Fig. 1: run 1, M1 wires
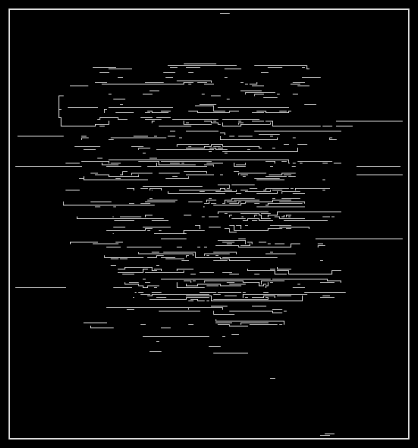
Fig. 2: run 1, M2 wires
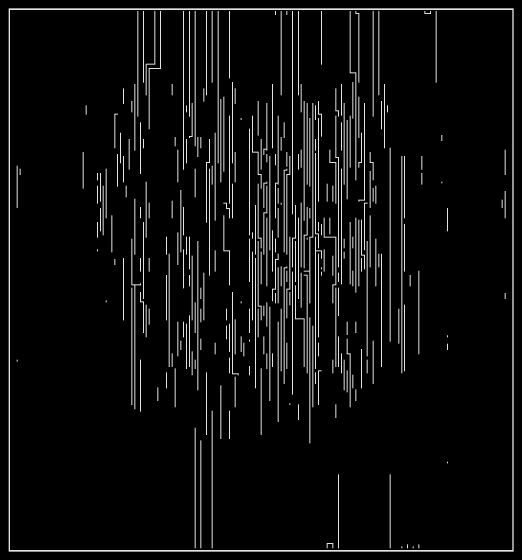
Fig. 3: run 1, met3 routing
The bar under the picture is 20 µm long.
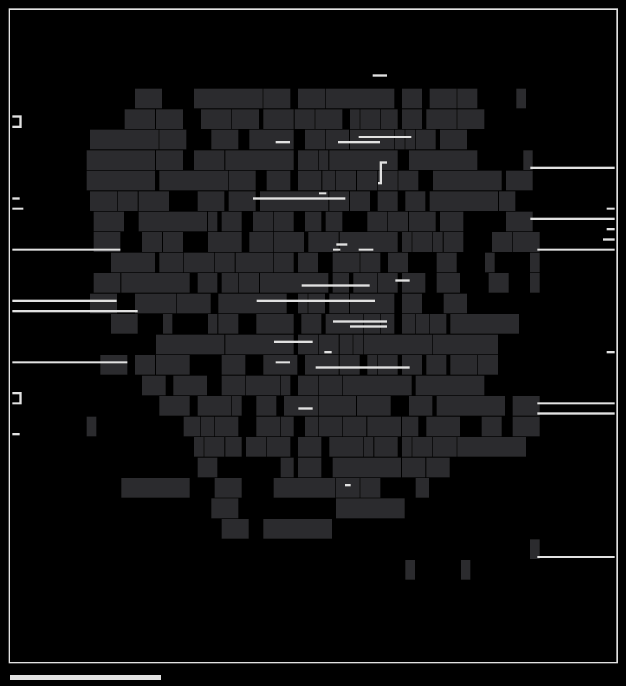
`src/rtl/dram_fifo64x7.sv`:
```
// 64-entry, 7-bit FIFO that keeps its storage in an external RAM64M8 and holds one entry in an
// output register. Define DRAMFIFO_LEVEL_EN to build the LEVEL/AFULL/AEMPTY logic.
module dram_fifo64x7 #(
  parameter logic [6:0] AFULL_THR        = 7'd48,
  parameter logic [6:0] AEMPTY_THR       = 7'd16,
  parameter bit         IS_WCLK_INVERTED = 1'b0
) (
  input  logic       WCLK,
  input  logic       RSTN,
  input  logic       S_VALID,
  output logic       S_READY,
  input  logic [6:0] S_DATA,
  output logic       M_VALID,
  input  logic       M_READY,
  output logic [6:0] M_DATA,
  output logic [6:0] LEVEL,
  output logic       AFULL,
  output logic       AEMPTY,
  output logic       RAM_WE,
  output logic [5:0] RAM_WADDR,
  output logic [6:0] RAM_DI,
  output logic [5:0] RAM_RADDR,
  input  logic [6:0] RAM_DO
);

  localparam logic [6:0] Capacity = 7'd64;

  logic       w_clk;
  logic       w_push;
  logic       w_pop;
  logic       w_load;
  logic [6:0] w_ram_cnt;
  logic [6:0] w_wptr_d;
  logic [6:0] w_rptr_d;
  logic       w_m_valid_d;
  logic [6:0] w_m_data_d;
  logic       w_s_ready_d;

  // Pointers carry an extra wrap bit so their difference gives the RAM occupancy 0..64.
  logic [6:0] r_wptr;
  logic [6:0] r_rptr;
  logic       r_s_ready;
  logic       r_m_valid;
  logic [6:0] r_m_data;

  assign w_clk = WCLK ^ IS_WCLK_INVERTED;

  assign w_push    = S_VALID & r_s_ready;
  assign w_pop     = r_m_valid & M_READY;
  assign w_ram_cnt = r_wptr - r_rptr;

  // Occupancy comes from registered pointers only, so an entry written at an edge is first
  // visible to the output register one edge later.
  assign w_load = (w_ram_cnt != 7'd0) & (~r_m_valid | w_pop);

  always_comb begin
    w_wptr_d    = r_wptr;
    w_rptr_d    = r_rptr;
    w_m_valid_d = r_m_valid;
    w_m_data_d  = r_m_data;
    if (w_push) begin
      w_wptr_d = r_wptr + 7'd1;
    end
    if (w_load) begin
      w_rptr_d    = r_rptr + 7'd1;
      w_m_valid_d = 1'b1;
      w_m_data_d  = RAM_DO;
    end else if (w_pop) begin
      w_m_valid_d = 1'b0;
    end
  end

  always_ff @(posedge w_clk or negedge RSTN) begin
    if (!RSTN) begin
      r_wptr    <= 7'd0;
      r_rptr    <= 7'd0;
      r_s_ready <= 1'b0;
      r_m_valid <= 1'b0;
      r_m_data  <= 7'h0;
    end else begin
      r_wptr    <= w_wptr_d;
      r_rptr    <= w_rptr_d;
      r_s_ready <= w_s_ready_d;
      r_m_valid <= w_m_valid_d;
      r_m_data  <= w_m_data_d;
    end
  end

`ifdef DRAMFIFO_LEVEL_EN
  logic [6:0] w_level_d;
  logic [6:0] r_level;
  logic       r_afull;
  logic       r_aempty;

  always_comb begin
    w_level_d = r_level;
    unique case ({w_push, w_pop})
      2'b10:   w_level_d = r_level + 7'd1;
      2'b01:   w_level_d = r_level - 7'd1;
      default: w_level_d = r_level;
    endcase
  end

  assign w_s_ready_d = (w_level_d < Capacity);

  // Flags are computed from next-state level so they line up with LEVEL every cycle.
  always_ff @(posedge w_clk or negedge RSTN) begin
    if (!RSTN) begin
      r_level  <= 7'd0;
      r_afull  <= 1'b0;
      r_aempty <= 1'b1;
    end else begin
      r_level  <= w_level_d;
      r_afull  <= (w_level_d >= AFULL_THR);
      r_aempty <= (w_level_d <= AEMPTY_THR);
    end
  end

  assign LEVEL  = r_level;
  assign AFULL  = r_afull;
  assign AEMPTY = r_aempty;
`else
  logic [6:0] w_occ_d;

  // Total occupancy = RAM entries (pointer difference) plus the output register.
  assign w_occ_d     = (w_wptr_d - w_rptr_d) + {6'd0, w_m_valid_d};
  assign w_s_ready_d = (w_occ_d < Capacity);

  assign LEVEL  = 7'd0;
  assign AFULL  = 1'b0;
  assign AEMPTY = 1'b0;
`endif

  assign S_READY   = r_s_ready;
  assign M_VALID   = r_m_valid;
  assign M_DATA    = r_m_data;
  assign RAM_WE    = w_push;
  assign RAM_WADDR = r_wptr[5:0];
  assign RAM_DI    = S_DATA;
  assign RAM_RADDR = r_rptr[5:0];

endmodule

```
`config.mk`:
```
export PLATFORM = sky130hd
export DESIGN_NAME = dram_fifo64x7
export DESIGN_NICKNAME = d
export VERILOG_FILES = /design/src/rtl/dram_fifo64x7.sv
export SDC_FILE = /design/constraint.sdc
export NUM_CORES = 1
export LEC_CHECK = 0
export CORE_ASPECT_RATIO = 1.1
export CORE_MARGIN = 10
export CORE_UTILIZATION = 42
export CTS_CLUSTER_DIAMETER = 60
export CTS_CLUSTER_SIZE = 8
export DETAILED_ROUTE_END_ITERATION = 7
export GPL_ROUTABILITY_DRIVEN = 0
export PLACE_DENSITY = 0.77
export SKIP_LAST_GASP = 1
export SYNTH_ARGS = -nofsm -noshare
export SYNTH_HDL_FRONTEND = slang
export SYNTH_SLANG_ARGS = --single-unit
```
`constraint.sdc`:
```
create_clock -name WCLK -period 3.5 [get_ports WCLK]
set_clock_uncertainty 0.2 [all_clocks]
set_input_delay 0.7 -clock WCLK [delete_from_list [all_inputs] [get_ports WCLK]]
set_output_delay 0.7 -clock WCLK [all_outputs]
set_load 0.005 [all_outputs]
```
==> flow_metrics.tcl, run 1 <==
# implementation run metrics
set metrics [dict create \
    fin_crit_sh_pct 108 \
    p_leak_uw 0.00115 \
    period_minus_slack_ns 3.78 \
    switchingPower_uw 697 \
    setup_violations 1 \
    reg2reg_slack_ns -0.28 \
    r2r_end "S_READY$_DFF_PN0_" \
    cp_top_family "simple AND/OR/NAND/NOR gates" \
    crit_chain "inv_2 -> ha_4 -> nand4_1 -> a21oi_2 -> or4b_4 -> a31oi_4 -> nand4_1 -> xnor2_2 -> ha_1 -> ha_1 -> or2_4 -> a21oi_2 -> a21oi_2 -> xnor2_1 -> xnor3_1" \
    diodes 0 \
    cts_tree "done" \
    synth-edff-count 0 \
    fillCellCount 296 \
    wl_per_cell_um 15.5 \
    clk-power_uw 168 \
    grt_pass1_wl_mm 7.02 \
    yosys_warnings 0 \
    slowest_stage "or4b_4" \
    die_w_um 80.5 \
    path_depth 15 \
    max_cap_violations 0 \
    hold_end "M_DATA[3]$_DFFE_PN0N_" \
    hold_buffers 0 \
    peakVddDrop_mv 0.526 \
    dr.pass1.iters 4 \
    antenna_left 0 \
    htreeDepth 1 \
    synthArstFlopShare_pct 100 \
    crit_path_start_kind "flop" \
    cellPowerDensity_mw_per_mm2 746 \
    numCtsBuffers 3 \
    clkSlewWorstSetupHoldPaths_ns 0.08 \
    finalHoldViolCount 0 \
    synth-main-ff-cell "dfrtp_1" \
    fin_ws_ns -0.285 \
    grt_use_met1_pct 14.6 \
    grt_setup_unrepaired "true" \
    core_mm2 0.00393 \
    critPathLaunch "r_rptr[2]$_DFF_PN0_" \
    drv_slew 0 \
    antenna_found_initial 0 \
    synth_top_cell_by_count "buf_4" \
    row_count 24 \
    die_h_um 86.6 \
    clk_latency_ns 0.27 \
    cts_buffer_depth 2 \
    synth_area_mm2 0.00169 \
    gr-max-usage-layer "met2" \
    clockPowerShare_pct 9.1 \
    crit_top_cell "a21oi_2" \
    status "finished, violations left" \
    io_buffers 32 \
    avgSynthCellArea_um2 10.4 \
    preCtsSetupSlack_ns -0.311 \
    register_area_um2 576 \
    drc 0 \
    violations "negative setup slack" \
    p_seq_uw 389 \
    hold_class "reg2reg" \
    hold_path_depth 1 \
]
Back to the opening pictures, Fig. 1:
share of all routed wire = 39%
main direction = horizontal
wire length on this layer = 1710 µm
nets with wire on the layer = 233
longest straight run = 36.3 µm

Back to the opening pictures, Fig. 2:
main direction = vertical
nets with wire on the layer = 238

Back to the opening pictures, Fig. 3:
longest straight run = 16.3 µm
wire length on this layer = 226 µm
nets with wire on the layer = 32
Routed Wire Length: 4.34 mm
GR met3 Demand/Resource: 2.80%
Vias: 1326

[run 1: registers in the layout, summed over array words and instances (netlist names)]
name     cells
M_DATA       7
r_rptr       7
r_wptr       7
M_VALID      1
S_READY      1
[run 1: metrics by stage]
stage / instance area [µm²] / cells / hold WS [ns] / power [µW]
final: 2460 / 280 / 0.309 / 1840
after CTS: 2460 / 280 / 0.314 / 1800
after floorplan: 1810 / 170 / 0.204 / 1110
after global routing: 2460 / 280 / 0.336 / 1990
after global placement: 2250 / 262 / 0.288 / 1480
after detailed placement: 2250 / 262 / 0.294 / 1520
[run 1: final cells by class]
class	count	area share, %
multi-input cells	109	42.0
clock buffers	3	1.68
flip-flops and latches	23	23.4
well taps	52	2.64
inverters	9	1.37
clock inverters	1	0.203
repair buffers	83	28.7
[run 1: layer usage]
metal	vias to the layer above	share of wire [%]	routed length [µm]
li1	652	-	-
met1	614	39	1710
met2	44	52	2240
met3	16	5.2	226
met4	0	3.7	161
met5	-	0	0
[run 1: timing repair]
| item | CTS | global route |
|---|---|---|
| pin swaps | 8 | 6 |
| resized | 10 | 2 |
| setup endpoints to repair | 1 | 2 |
| setup buffers | 15 | 4 |
[run 1: cells by family after synthesis]
group,Yosys count,synth area share (%)
compound gates,18,7.25
other cells,1,0.222
buf+inv,38,14.7
xor+xnor,19,10.7
fa+ha+maj,19,14.1
flops,23,34.0
mux,8,5.33
simple gates,36,13.8
[run 1: layout by cell type, fill, tap and decap left out, types with 4 or more instances in the layout]
master,synthesis,layout
ha_4,0,5
mux2_2,8,8
nand2_1,4,4
dfrtp_1,23,23
clkdlybuf4s50_1,0,32
xnor2_1,13,10
inv_2,0,5
ha_1,19,13
nand4_1,5,5
xor2_1,5,4
nor2_1,5,4
inv_1,9,4
a21oi_2,0,5
conb_1,1,9
buf_4,28,50
--- run 2 (diff from run 1) ---
Settings changed: CAP_MARGIN from default to 20.
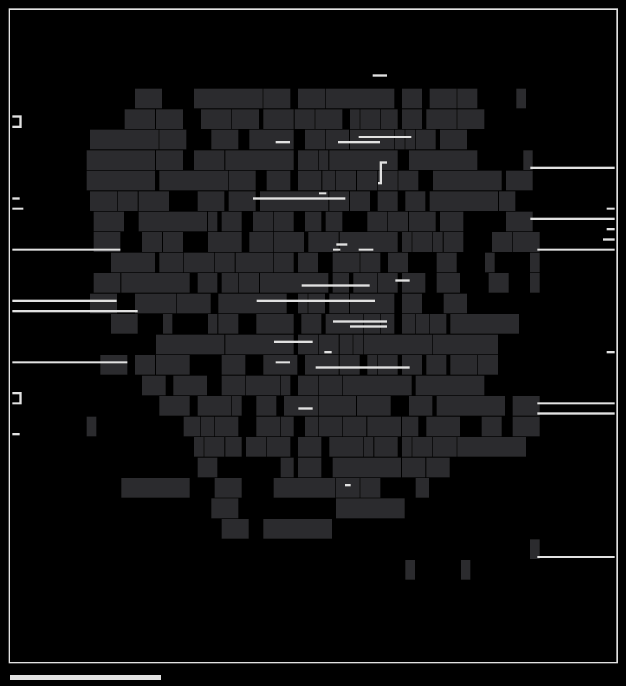
Fig. 4. Met3 routing (run 2).
The bar under the picture is 20 µm long.
wire length on this layer = 226 µm
nets with wire on the layer = 32
share of all routed wire = 5.2%
longest straight run = 16.3 µm

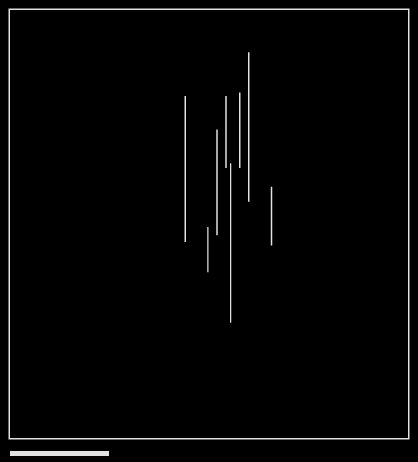
Fig. 5. M4 wires (run 2).
The bar under the picture is 20 µm long.
longest straight run = 32.0 µm
main direction = vertical

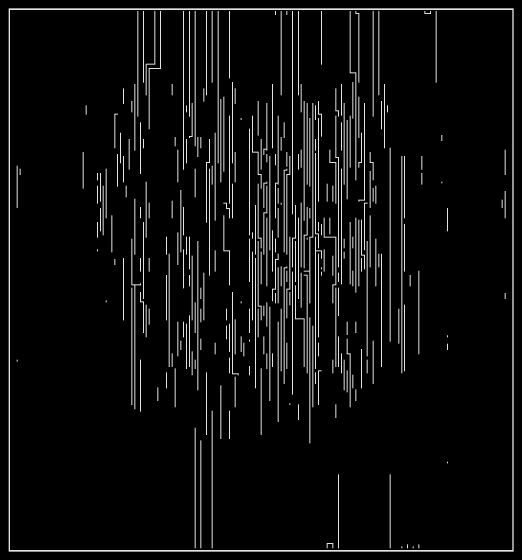
Fig. 6. M2 wires (run 2).
GR Util met2: 21.7%

==> flow_metrics.tcl, run 2 <==
# implementation run metrics
set metrics [dict create \
    clk_latency_ns 0.27 \
    hold_path_depth 1 \
    clockPowerShare_pct 9.1 \
    cellPowerDensity_mw_per_mm2 746 \
    synth_top_cell_by_count "buf_4" \
    topCombFamilyByArea "buffers and inverters" \
    antenna_found_initial 0 \
    final_area_mm2 0.00246 \
    ys_sh_simple_pct 13.8 \
    crit_chain "inv_2 -> ha_4 -> nand4_1 -> a21oi_2 -> or4b_4 -> a31oi_4 -> nand4_1 -> xnor2_2 -> ha_1 -> ha_1 -> or2_4 -> a21oi_2 -> a21oi_2 -> xnor2_1 -> xnor3_1" \
    drv_slew 0 \
    wl_met1_mm 1.71 \
    grt_pass1_wl_mm 7.02 \
    dr.pass1.iters 4 \
    core_mm2 0.00393 \
    drc 0 \
    post_cts_resized 10 \
    num_vias 1326 \
    hold_buffers 0 \
    finalHoldViolCount 0 \
    synthArstFlopShare_pct 100 \
    numCtsBuffers 3 \
    yosys_warnings 0 \
    htreeDepth 1 \
    synth_area_mm2 0.00169 \
    cts_tree "done" \
    violations "negative setup slack" \
    gr-max-usage-layer "met2" \
    die_h_um 86.6 \
    cts_buffer_depth 2 \
    wl_per_cell_um 15.5 \
    muxShareOfSynthArea_pct 5.33 \
    wl_met3_um 226 \
    status "finished, violations left" \
    placed_area_mm2 0.00225 \
    fillCellCount 296 \
    route.met2.wl_mm 2.24 \
    register_area_um2 576 \
    grt_setup_unrepaired "true" \
    ys_sh_adder_pct 14.1 \
    io_buffers 32 \
    setup_violations 1 \
    use_met3_pct 2.80 \
    slowest_stage "or4b_4" \
    peakVddDrop_mv 0.526 \
    fin_ws_ns -0.285 \
    top_layer_used "met4" \
    routed_wl_mm 4.34 \
    xor_share_pct 10.7 \
    row_count 24 \
    switchingPower_uw 697 \
    synth-main-ff-cell "dfrtp_1" \
    synth-edff-count 0 \
    cp_top_family "simple AND/OR/NAND/NOR gates" \
    post_cts_buffers 15 \
]
## run 2: worst paths after layout
path | endpoint | from | slack (ns)
min in group asynchronous | M_DATA[5]$_DFFE_PN0N_ | RSTN | 0.58
worst max-delay path | S_READY$_DFF_PN0_ | r_rptr[2]$_DFF_PN0_ | -0.28
max in group asynchronous | r_rptr[0]$_DFF_PN0_ | RSTN | 2.29
worst min-delay path | M_DATA[3]$_DFFE_PN0N_ | M_DATA[3]$_DFFE_PN0N_ | 0.31
worst min register to register | M_DATA[3]$_DFFE_PN0N_ | M_DATA[3]$_DFFE_PN0N_ | 0.31
worst max register to register | S_READY$_DFF_PN0_ | r_rptr[2]$_DFF_PN0_ | -0.28
## run 2: worst reg2reg max path, stage by stage (launching register included)
cell and delay [ns]:
dfrtp_1 0.40, inv_2 0.09, ha_4 0.22, nand4_1 0.14
a21oi_2 0.06, or4b_4 0.55, a31oi_4 0.24, nand4_1 0.22
xnor2_2 0.19, ha_1 0.30, ha_1 0.27, or2_4 0.23
a21oi_2 0.14, a21oi_2 0.05, xnor2_1 0.18, xnor3_1 0.22
## run 2: through the flow
stage	hold slack (ns)	std cells	total power, µW	worst slack, ns
floorplan	0.204	170	1110	-0.111
global placement	0.288	262	1480	-0.222
detailed placement	0.294	262	1520	-0.311
CTS	0.314	280	1800	-0.237
global route	0.336	280	1990	-0.430
finish	0.309	280	1840	-0.285
## run 2: cell type report
| cell class | count | area share (%) |
|---|---|---|
| multi-input cells | 109 | 42.0 |
| well taps | 52 | 2.64 |
| inverters | 9 | 1.37 |
| clock buffers | 3 | 1.68 |
| clock inverters | 1 | 0.203 |
| flip-flops and latches | 23 | 23.4 |
| repair buffers | 83 | 28.7 |
Power and IR drop assume default switching activity.
